Run 1, I/O pins on the die edge:
Scale bar: 50 um. Pins as bars across the die edge, other pins in gray.
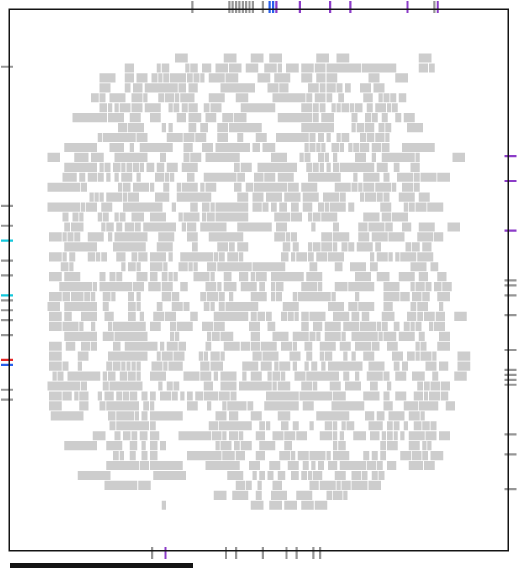
Run 1, cell placement:
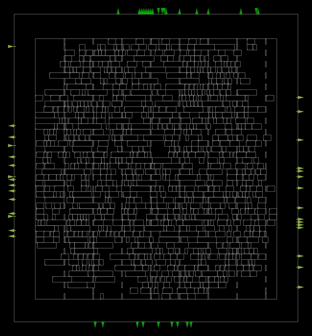
Run 1, placement density heat map:
The die is cut into 14 by 15 equal tiles; white is low, dark blue is high, 0 to 100% covered.
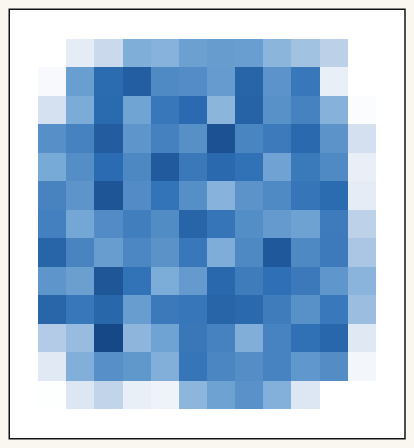
[src/rtl/pong_match_ctrl.sv]
// rtl/pong_match_ctrl.sv - pong match controller: paddle/ball kinematics, scoring and match FSM
module pong_match_ctrl #(
  parameter int H_RES        = 640,
  parameter int V_RES        = 480,
  parameter int X_W          = 10,
  parameter int Y_W          = 10,
  parameter int BORDER       = 10,
  parameter int PADDLE_W     = 10,
  parameter int PADDLE_H     = 60,
  parameter int BALL_SIDE    = 8,
  parameter int PLAYER_X     = 620,
  parameter int PC_X         = 20,
  parameter int PLAYER_SPEED = 4,
  parameter int PC_SPEED     = 3,
  parameter int SERVE_SPEED  = 2,
  parameter int MAX_SPEED    = 7,
  parameter int V_W          = 5,
  parameter int SERVE_FRAMES = 60,
  parameter int WIN_SCORE    = 5,
  parameter int SCORE_W      = 3
) (
  input  logic               clk_i,
  input  logic               rst_ni,
  input  logic               new_frame_i,
  input  logic [2:0]         keys_i,
  input  logic [1:0]         rnd_i,
  output logic [Y_W-1:0]     player_paddle_y_o,
  output logic [Y_W-1:0]     pc_paddle_y_o,
  output logic [X_W-1:0]     ball_x_o,
  output logic [Y_W-1:0]     ball_y_o,
  output logic [SCORE_W-1:0] score_player_o,
  output logic [SCORE_W-1:0] score_pc_o,
  output logic [2:0]         state_o,
  output logic               winner_o
);

  localparam int CNT_W = $clog2(SERVE_FRAMES);

  localparam logic [Y_W-1:0]         PAD_LO    = Y_W'(BORDER);
  localparam logic [Y_W-1:0]         PAD_HI    = Y_W'(V_RES - BORDER - PADDLE_H);
  localparam logic [Y_W-1:0]         PAD_MID   = Y_W'((V_RES - PADDLE_H) / 2);
  localparam logic [Y_W-1:0]         P_STEP    = Y_W'(PLAYER_SPEED);
  localparam logic [Y_W-1:0]         PH_M1     = Y_W'(PADDLE_H - 1);
  localparam logic [Y_W-1:0]         BSY_M1    = Y_W'(BALL_SIDE - 1);
  localparam logic [X_W-1:0]         BSX_M1    = X_W'(BALL_SIDE - 1);
  localparam logic [X_W-1:0]         PL_X0     = X_W'(PLAYER_X);
  localparam logic [X_W-1:0]         PL_X1     = X_W'(PLAYER_X + PADDLE_W - 1);
  localparam logic [X_W-1:0]         PC_X0     = X_W'(PC_X);
  localparam logic [X_W-1:0]         PC_X1     = X_W'(PC_X + PADDLE_W - 1);
  localparam logic [X_W-1:0]         BALL_CX   = X_W'((H_RES - BALL_SIDE) / 2);
  localparam logic [Y_W-1:0]         BALL_CY   = Y_W'((V_RES - BALL_SIDE) / 2);
  localparam logic [Y_W-1:0]         BALL_YLO  = Y_W'(BORDER);
  localparam logic [Y_W-1:0]         BALL_YHI  = Y_W'(V_RES - BORDER - BALL_SIDE);
  localparam logic signed [X_W:0]    NX_MAX    = (X_W+1)'(H_RES - BALL_SIDE);
  localparam logic signed [Y_W:0]    NY_MIN    = (Y_W+1)'(BORDER);
  localparam logic signed [Y_W:0]    NY_MAX    = (Y_W+1)'(V_RES - BORDER - BALL_SIDE);
  localparam logic signed [Y_W+1:0]  PC_BIAS   = (Y_W+2)'(BALL_SIDE / 2 - PADDLE_H / 2);
  localparam logic signed [Y_W+1:0]  PC_STEP   = (Y_W+2)'(PC_SPEED);
  localparam logic signed [Y_W+1:0]  PAD_LO_S  = (Y_W+2)'(BORDER);
  localparam logic signed [Y_W+1:0]  PAD_HI_S  = (Y_W+2)'(V_RES - BORDER - PADDLE_H);
  localparam logic signed [V_W-1:0]  V_SERVE   = V_W'(SERVE_SPEED);
  localparam logic signed [V_W-1:0]  V_MAX     = V_W'(MAX_SPEED);
  localparam logic signed [V_W-1:0]  V_ONE     = V_W'(1);
  localparam logic [CNT_W-1:0]       CNT_LAST  = CNT_W'(SERVE_FRAMES - 1);
  localparam logic [SCORE_W-1:0]     SCORE_WIN = SCORE_W'(WIN_SCORE);

  typedef enum logic [2:0] {
    S_IDLE  = 3'd0,
    S_SERVE = 3'd1,
    S_PLAY  = 3'd2,
    S_POINT = 3'd3,
    S_OVER  = 3'd4
  } state_t;

  state_t                state_q, state_d;
  logic [Y_W-1:0]        ply_q, ply_d, pcy_q, pcy_d, by_q, by_d;
  logic [X_W-1:0]        bx_q, bx_d;
  logic signed [V_W-1:0] vx_q, vx_d, vy_q, vy_d;
  logic [SCORE_W-1:0]    sp_q, sp_d, spc_q, spc_d;
  logic [CNT_W-1:0]      cnt_q, cnt_d;
  logic                  dir_q, dir_d;   // 1 = next serve heads toward the pc (negative vx)
  logic                  win_q, win_d;

  logic [Y_W-1:0]        ply_mv, pc_mv, ball_y1;
  logic [X_W-1:0]        ball_x1;
  logic signed [Y_W+1:0] pc_d, pc_step, pc_tgt;
  logic signed [X_W:0]   nx;
  logic signed [Y_W:0]   ny;
  logic signed [V_W-1:0] vx_mag, vy_mag, vx_bump;
  logic                  y_pl, y_pc, hit_pl, hit_pc;

  always_comb begin
    ply_mv = ply_q;
    if (keys_i[0] && !keys_i[1])
      ply_mv = (ply_q < PAD_LO + P_STEP) ? PAD_LO : ply_q - P_STEP;
    else if (keys_i[1] && !keys_i[0])
      ply_mv = (ply_q + P_STEP > PAD_HI) ? PAD_HI : ply_q + P_STEP;
  end

  assign pc_d    = $signed({2'b00, by_q}) - $signed({2'b00, pcy_q}) + PC_BIAS;
  assign pc_step = (pc_d > PC_STEP) ? PC_STEP : ((pc_d < -PC_STEP) ? -PC_STEP : pc_d);
  assign pc_tgt  = $signed({2'b00, pcy_q}) + pc_step;
  assign pc_mv   = (pc_tgt < PAD_LO_S) ? PAD_LO :
                   ((pc_tgt > PAD_HI_S) ? PAD_HI : pc_tgt[Y_W-1:0]);

  assign nx = $signed({1'b0, bx_q}) + (X_W+1)'(vx_q);
  assign ny = $signed({1'b0, by_q}) + (Y_W+1)'(vy_q);

  assign vx_mag  = vx_q[V_W-1] ? -vx_q : vx_q;
  assign vy_mag  = vy_q[V_W-1] ? -vy_q : vy_q;
  assign vx_bump = (vx_mag >= V_MAX) ? V_MAX : vx_mag + V_ONE;

  // Hits only count when the ball is travelling into the paddle, so it cannot stick.
  assign ball_x1 = bx_q + BSX_M1;
  assign ball_y1 = by_q + BSY_M1;
  assign y_pl    = (by_q <= ply_q + PH_M1) && (ball_y1 >= ply_q);
  assign y_pc    = (by_q <= pcy_q + PH_M1) && (ball_y1 >= pcy_q);
  assign hit_pl  = y_pl && (bx_q <= PL_X1) && (ball_x1 >= PL_X0) && !vx_q[V_W-1] && (vx_q != '0);
  assign hit_pc  = y_pc && (bx_q <= PC_X1) && (ball_x1 >= PC_X0) && vx_q[V_W-1];

  always_comb begin
    state_d = state_q;
    ply_d   = ply_q;
    pcy_d   = pcy_q;
    bx_d    = bx_q;
    by_d    = by_q;
    vx_d    = vx_q;
    vy_d    = vy_q;
    sp_d    = sp_q;
    spc_d   = spc_q;
    cnt_d   = cnt_q;
    dir_d   = dir_q;
    win_d   = win_q;
    if (new_frame_i) begin
      if (state_q != S_OVER) ply_d = ply_mv;
      case (state_q)
        S_IDLE: begin
          if (keys_i[2]) begin
            state_d = S_SERVE;
            sp_d    = '0;
            spc_d   = '0;
            cnt_d   = '0;
            dir_d   = rnd_i[0];
          end
        end
        S_SERVE: begin
          if (cnt_q == CNT_LAST) begin
            vx_d    = dir_q ? -V_SERVE : V_SERVE;
            vy_d    = rnd_i[1] ? -V_SERVE : V_SERVE;
            cnt_d   = '0;
            state_d = S_PLAY;
          end else begin
            cnt_d = cnt_q + 1'b1;
          end
        end
        S_PLAY: begin
          pcy_d = pc_mv;
          if (nx[X_W] || (nx > NX_MAX)) begin
            if (nx[X_W]) begin
              sp_d  = sp_q + 1'b1;
              dir_d = 1'b1;
            end else begin
              spc_d = spc_q + 1'b1;
              dir_d = 1'b0;
            end
            bx_d    = BALL_CX;
            by_d    = BALL_CY;
            vx_d    = '0;
            vy_d    = '0;
            state_d = S_POINT;
          end else begin
            if (ny < NY_MIN) begin
              by_d = BALL_YLO;
              vy_d = vy_mag;
            end else if (ny > NY_MAX) begin
              by_d = BALL_YHI;
              vy_d = -vy_mag;
            end else begin
              by_d = ny[Y_W-1:0];
            end
            if (hit_pl || hit_pc) vx_d = vx_q[V_W-1] ? vx_bump : -vx_bump;
            else                  bx_d = nx[X_W-1:0];
          end
        end
        S_POINT: begin
          if ((sp_q == SCORE_WIN) || (spc_q == SCORE_WIN)) begin
            state_d = S_OVER;
            win_d   = (sp_q == SCORE_WIN);
          end else begin
            state_d = S_SERVE;
          end
        end
        S_OVER: begin
          if (keys_i[2]) state_d = S_IDLE;
        end
        default: state_d = S_IDLE;
      endcase
    end
  end

  always_ff @(posedge clk_i or negedge rst_ni) begin
    if (!rst_ni) begin
      state_q <= S_IDLE;
      ply_q   <= PAD_MID;
      pcy_q   <= PAD_MID;
      bx_q    <= BALL_CX;
      by_q    <= BALL_CY;
      vx_q    <= '0;
      vy_q    <= '0;
      sp_q    <= '0;
      spc_q   <= '0;
      cnt_q   <= '0;
      dir_q   <= 1'b0;
      win_q   <= 1'b0;
    end else begin
      state_q <= state_d;
      ply_q   <= ply_d;
      pcy_q   <= pcy_d;
      bx_q    <= bx_d;
      by_q    <= by_d;
      vx_q    <= vx_d;
      vy_q    <= vy_d;
      sp_q    <= sp_d;
      spc_q   <= spc_d;
      cnt_q   <= cnt_d;
      dir_q   <= dir_d;
      win_q   <= win_d;
    end
  end

  assign player_paddle_y_o = ply_q;
  assign pc_paddle_y_o     = pcy_q;
  assign ball_x_o          = bx_q;
  assign ball_y_o          = by_q;
  assign score_player_o    = sp_q;
  assign score_pc_o        = spc_q;
  assign state_o           = state_q;
  assign winner_o          = win_q;

endmodule
[config.mk]
export PLATFORM = sky130hd
export DESIGN_NAME = pong_match_ctrl
export DESIGN_NICKNAME = d
export VERILOG_FILES = /design/src/rtl/pong_match_ctrl.sv
export SDC_FILE = /design/constraint.sdc
export NUM_CORES = 1
export LEC_CHECK = 0
export CORE_ASPECT_RATIO = 1.1
export CORE_MARGIN = 10
export CORE_UTILIZATION = 50
export DETAILED_ROUTE_END_ITERATION = 16
export HOLD_SLACK_MARGIN = 0.15
export PLACE_DENSITY_LB_ADDON = 0.2
export SLEW_MARGIN = 20
export SYNTH_ARGS = -nofsm -noshare
export SYNTH_HDL_FRONTEND = slang
export SYNTH_SLANG_ARGS = --single-unit
[constraint.sdc]
create_clock -name clk_i -period 8.62 [get_ports clk_i]
set_input_delay 1.724 -clock clk_i [delete_from_list [all_inputs] [get_ports clk_i]]
set_output_delay 1.724 -clock clk_i [all_outputs]
set_load 0.05 [all_outputs]
==> impl_metrics.tcl, run 1 <==
# metrics dict for downstream scripts
set metrics [dict create \
    status "complete, no violations" \
    io_pins 58 \
    rr_worst_depth 24 \
    hold_violations 0 \
    synth_async_sr_flop_share 1.000 \
    r2r_start "ball_y_o[0]" \
    detail_route.vias_per_cell 6.128 \
    r2r-end "pc_paddle_y_o[3]" \
    period_minus_slack_ns 6.859 \
    rsz0062_at_grt "no" \
    wl_per_cell_um 17.54 \
    ys.flops 65 \
    grt_overflow 0 \
    max_stage_delay_ns 0.71 \
    syn_to_final_growth_pct 14.11 \
    grt_pass1_vias 6728 \
    grt_usage 0.1996 \
    ys_chip_area_mm2 0.007422 \
    stdcell_area_mm2 0.008469 \
    cts_tree "done" \
    synthCells 911 \
    cap_viol_max_count 0 \
    finalCritPeriodShare 0.7957 \
    whs_endpoint "cnt_q[5]" \
    crit_chain "inv_1 > ha_1 > fa_1 > nand2b_1 > a21oi_1 > xnor2_1 > nor3_1 > or2_0 > nor4_2 > a21oi_1 > o21ai_0 > nand3_1 > ha_1 > clkinv_1 > a21o_1 > ha_1 > a211oi_1 > nor2_1 > or4_1 > a31oi_1 > o21ai_0 > xor2_1 > a311oi_1 > a32oi_1" \
    ys_warn_count 0 \
    worstSetupPathType "flip-flop to flip-flop" \
    cp-start-kind "flip-flop" \
    worst_slew_pin_slew_ns 0.8977 \
    grt_pass1_wl_mm 33.33 \
]
Back to the opening pictures, 'I/O pins on the die edge':
[keys_i] blue | pins: 3 | direction: input | edge: 2 north, 1 west
[winner_o] red | pins: 1 | direction: output | edge: west
[player_paddle_y_o] purple | pins: 10 | direction: output | edge: 6 north, 3 east, 1 south
[rnd_i] cyan | pins: 2 | direction: input | edge: west
I/O Buffers: 56
die height: 147.8 um
die span in x: 136.2 um

Back to the opening pictures, 'cell placement':
flip-flops: 65
Final Instance Count excl. Fillers: 1147
# fillers: 1371
n_taps: 192
Core Region: 0.01450 mm2

Back to the opening pictures, 'placement density heat map':
tiles over 75% full: 12%
nearly empty tiles: 29%
mean over tiles: 41%
fullest tile: 91%
emptiest ninth of the die: north-east
Final Util: 0.5839
FP Util: 0.5117

[run 1: how the worst max path moves through the flow]
stage                start               end  depth (start not counted)
3_3_place_gp   ball_y_o[0]  pc_paddle_y_o[3]                         24
2_1_floorplan  ball_y_o[0]  pc_paddle_y_o[3]                         25
5_1_grt        ball_y_o[0]  pc_paddle_y_o[3]                         24
3_5_place_dp   ball_y_o[0]  pc_paddle_y_o[3]                         24
6_report       ball_y_o[0]  pc_paddle_y_o[3]                         24
4_1_cts        ball_y_o[0]  pc_paddle_y_o[3]                         24
[run 1: registers in the layout (all words and copies together), names as in the netlist, 4 cells and up]
name and cells:
ball_x_o 10, ball_y_o 10, pc_paddle_y_o 10, player_paddle_y_o 9
cnt_q 6, vx_q 5, vy_q 4
[run 1: cell type report]
cell class | instances | share of cell area
tap | 192 | 0.02836
clock inverter | 6 | 0.01359
timing repair buffer | 58 | 0.06737
inverter | 55 | 0.02438
multi-input combinational | 761 | 0.6434
sequential | 65 | 0.1947
clock buffer | 10 | 0.02822
[run 1: stage by stage]
step | std cells | setup slack, ns
final | 1147 | 1.761
after detailed placement | 1131 | 1.886
after CTS | 1147 | 1.833
after global routing | 1147 | 1.113
after floorplan | 911 | 2.226
after global placement | 1131 | 2.110
[run 1: routing by layer]
metal | vias to the layer above | routed length [um] | GRT usage
li1 | 3477 | - | -
met1 | 3340 | 9289 | 0.2600
met2 | 182 | 9657 | 0.3312
met3 | 30 | 866 | 0.03051
met4 | 0 | 305 | 0.05917
met5 | - | 0 | 0
[run 1: cells in the final DEF, fill, tap and decap left out, types with 6 or more instances in the layout]
master,count
nand2_1,66
or2_2,7
clkdlybuf4s50_1,55
a32o_1,6
o2bb2ai_1,6
a21o_1,26
ha_1,100
and2_1,8
a21oi_1,64
nor4_1,8
or3_1,8
nor2b_1,10
nor3_1,26
nand3_1,25
nor2_1,71
a211oi_1,12
inv_1,53
xnor2_1,46
a31oi_1,14
nor3b_1,6
o21a_1,7
o21ai_0,57
nand4_1,11
o21ai_1,7
o22a_1,9
o31ai_1,12
dfrtp_1,47
nand2b_1,17
dfstp_2,18
mux2i_1,6
xor2_1,18
clkbuf_16,9
[run 1: kinds of logic (layout without fill, tap and decap cells)]
family	after synthesis	in the layout	synth area share
AOI/OAI and AO/OA	298	298	0.2738
xor gates and xnor gates	64	64	0.07552
adders and majority gates	104	104	0.1794
buffers and inverters	85	129	0.04366
DFF	65	65	0.2222
muxes	10	10	0.01416
other	1	1	0.0005052
and+or+nand+nor	284	284	0.1908
==> run 1 -> run 2 <==
==> constraint.sdc (replaced) <==
create_clock -name clk_i -period 5.5 [get_ports clk_i]
set_input_delay 1.1 -clock clk_i [delete_from_list [all_inputs] [get_ports clk_i]]
set_output_delay 1.1 -clock clk_i [all_outputs]
set_load 0.05 [all_outputs]
Run 2, drive-strength map:
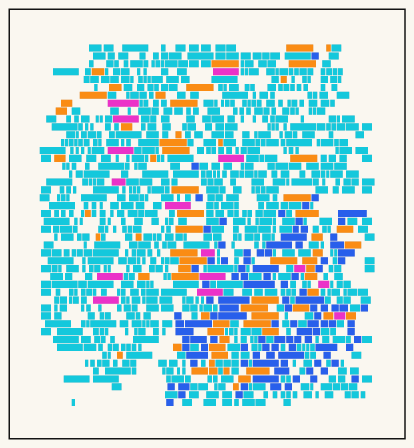
[_3 and _4 cells] blue | cells: 110 | share: 11%
[_0 and _1 cells] cyan | cells: 846 | share: 82%
[_6 and larger] magenta | cells: 15 | share: 1.4%
[_2 cells] orange | cells: 66 | share: 6.4%

Run 2, placement density heat map:
The die is cut into 14 by 15 equal tiles; white is low, dark blue is high, 0 to 100% covered.
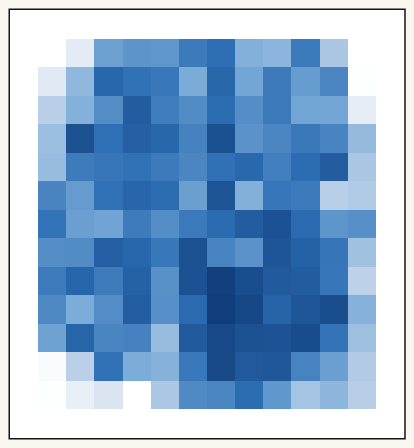
mean over tiles: 46%
densest ninth of the die: center
fullest tile: 95%

Run 2, cell placement:
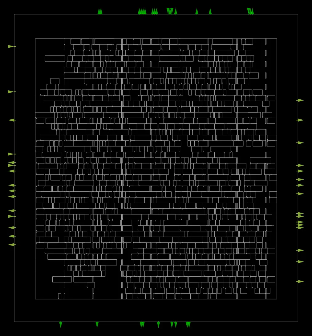
Final Instance Count excl. Fillers: 1229
Rows: 46

==> run 2 against run 1 <==
Compared with the run above:
- sequential share of layout area shrank 1.9 points
- critical endpoint unchanged
- critical path type unchanged
- die area is the same
- synthesized cell count is the same
- the flow now finishes with violations (negative setup slack)
==> impl_metrics.tcl, run 2 <==
# metrics dict for downstream scripts
set metrics [dict create \
    cap_viol_max_count 0 \
    setup_viol 6 \
    synthCells 911 \
    ys_chip_area_mm2 0.007422 \
    status "complete, but fails checks" \
    fillCellCount 1262 \
    period_minus_slack_ns 5.605 \
    rr_worst_depth 24 \
    cts_tree "done" \
    fp_util 0.5117 \
    violations "negative setup slack" \
    wl_per_cell_um 17.69 \
    stdcell_area_mm2 0.009440 \
    syn_to_final_growth_pct 27.19 \
    numPortBuffers 56 \
    dp_cells 1198 \
    lay_top_cells "ha_1, buf_4, nor2_1" \
    crit_chain "ha_4 > fa_2 > nand2b_4 > a21o_1 > a211o_1 > a21o_4 > or4_4 > nor2_1 > nand2_1 > o21ai_1 > nand3_1 > ha_4 > or3_4 > ha_4 > fa_2 > a21o_1 > nand2_2 > a21oi_2 > nor2_1 > xnor2_1 > or2_4 > a31o_4 > a311oi_4 > a32oi_1" \
    fin_ws_ns -0.1047 \
    synth_async_sr_flop_share 1.000 \
    fp.dieW_um 136.2 \
    grt_pass1_wl_mm 35.16 \
    grt_overflow 0 \
]
[run 2: netlist changes by cell type in the layout (fill, tap and decap cells not counted), moves of 3 or more]
cell,before,now
xnor2_2,0,6
dfrtp_1,47,42
a21oi_1,64,61
xor2_2,0,3
o21ai_0,57,54
buf_4,2,81
buf_6,0,3
ha_4,0,6
xnor2_1,46,40
xor2_1,18,14
nor3_1,26,23
ha_1,100,94
dfrtp_2,0,5
[run 2: logic make-up after synthesis]
family / Yosys count / synth area share
compound gates: 298 / 0.2738
simple gates: 284 / 0.1908
fa+ha+maj: 104 / 0.1794
buf+inv: 85 / 0.04366
flops: 65 / 0.2222
xor+xnor: 64 / 0.07552
mux: 10 / 0.01416
other cells: 1 / 0.0005052
[run 2: routing by layer]
layer | up-vias | wire length [um] | track usage
met1 | 3484 | 9853 | 0.2814
met5 | - | 0 | 0
met4 | 0 | 213 | 0.04584
li1 | 3647 | - | -
met3 | 21 | 1136 | 0.02915
met2 | 193 | 10540 | 0.3524
[run 2: worst register-to-register path: cells and delay by family, from the launching register on]
kind	cells	cell delay, ns
AOI/OAI and AO/OA	9	1.81
xor gates and xnor gates	1	0.10
adders and majority gates	5	1.34
DFF	1	0.43
and+or+nand+nor	9	1.75
[run 2: area by class of cell]
type                       count  area share
multi-input combinational    761      0.6171
sequential                    65      0.1761
timing repair buffer         140      0.1268
clock buffer                  13     0.02757
tap                          192     0.02545
inverter                      55     0.02266
clock inverter                 3    0.004241
[run 2: worst max path at each step]
stage	cells after the start	end	from	slack [ns]
final	24	pc_paddle_y_o[3]	pc_paddle_y_o[0]	-0.10
after global routing	26	pc_paddle_y_o[3]	pc_paddle_y_o[0]	-0.29
after CTS	24	pc_paddle_y_o[3]	pc_paddle_y_o[0]	-0.006
after detailed placement	24	pc_paddle_y_o[3]	pc_paddle_y_o[6]	-0.23
after global placement	24	pc_paddle_y_o[3]	pc_paddle_y_o[6]	-0.12
after floorplan	25	pc_paddle_y_o[3]	ball_y_o[0]	-0.21
[run 2: what timing repair did]
item | 4_1_cts | 5_1_grt
pin swaps | 19 | 29
buffers inserted | 7 | 8
resized | 22 | 23
setup endpoints to repair | 9 | 9
[run 2: metrics by stage]
stage	hold WS, ns	TNS [ns]	setup WS [ns]
6_report	0.4951	-0.3958	-0.1047
5_1_grt	0.5426	-2.029	-0.2859
4_1_cts	0.4944	-0.006436	-0.006436
3_5_place_dp	0.4824	-1.362	-0.2283
3_3_place_gp	0.4829	-0.5736	-0.1178
2_1_floorplan	0.4454	-1.394	-0.2080
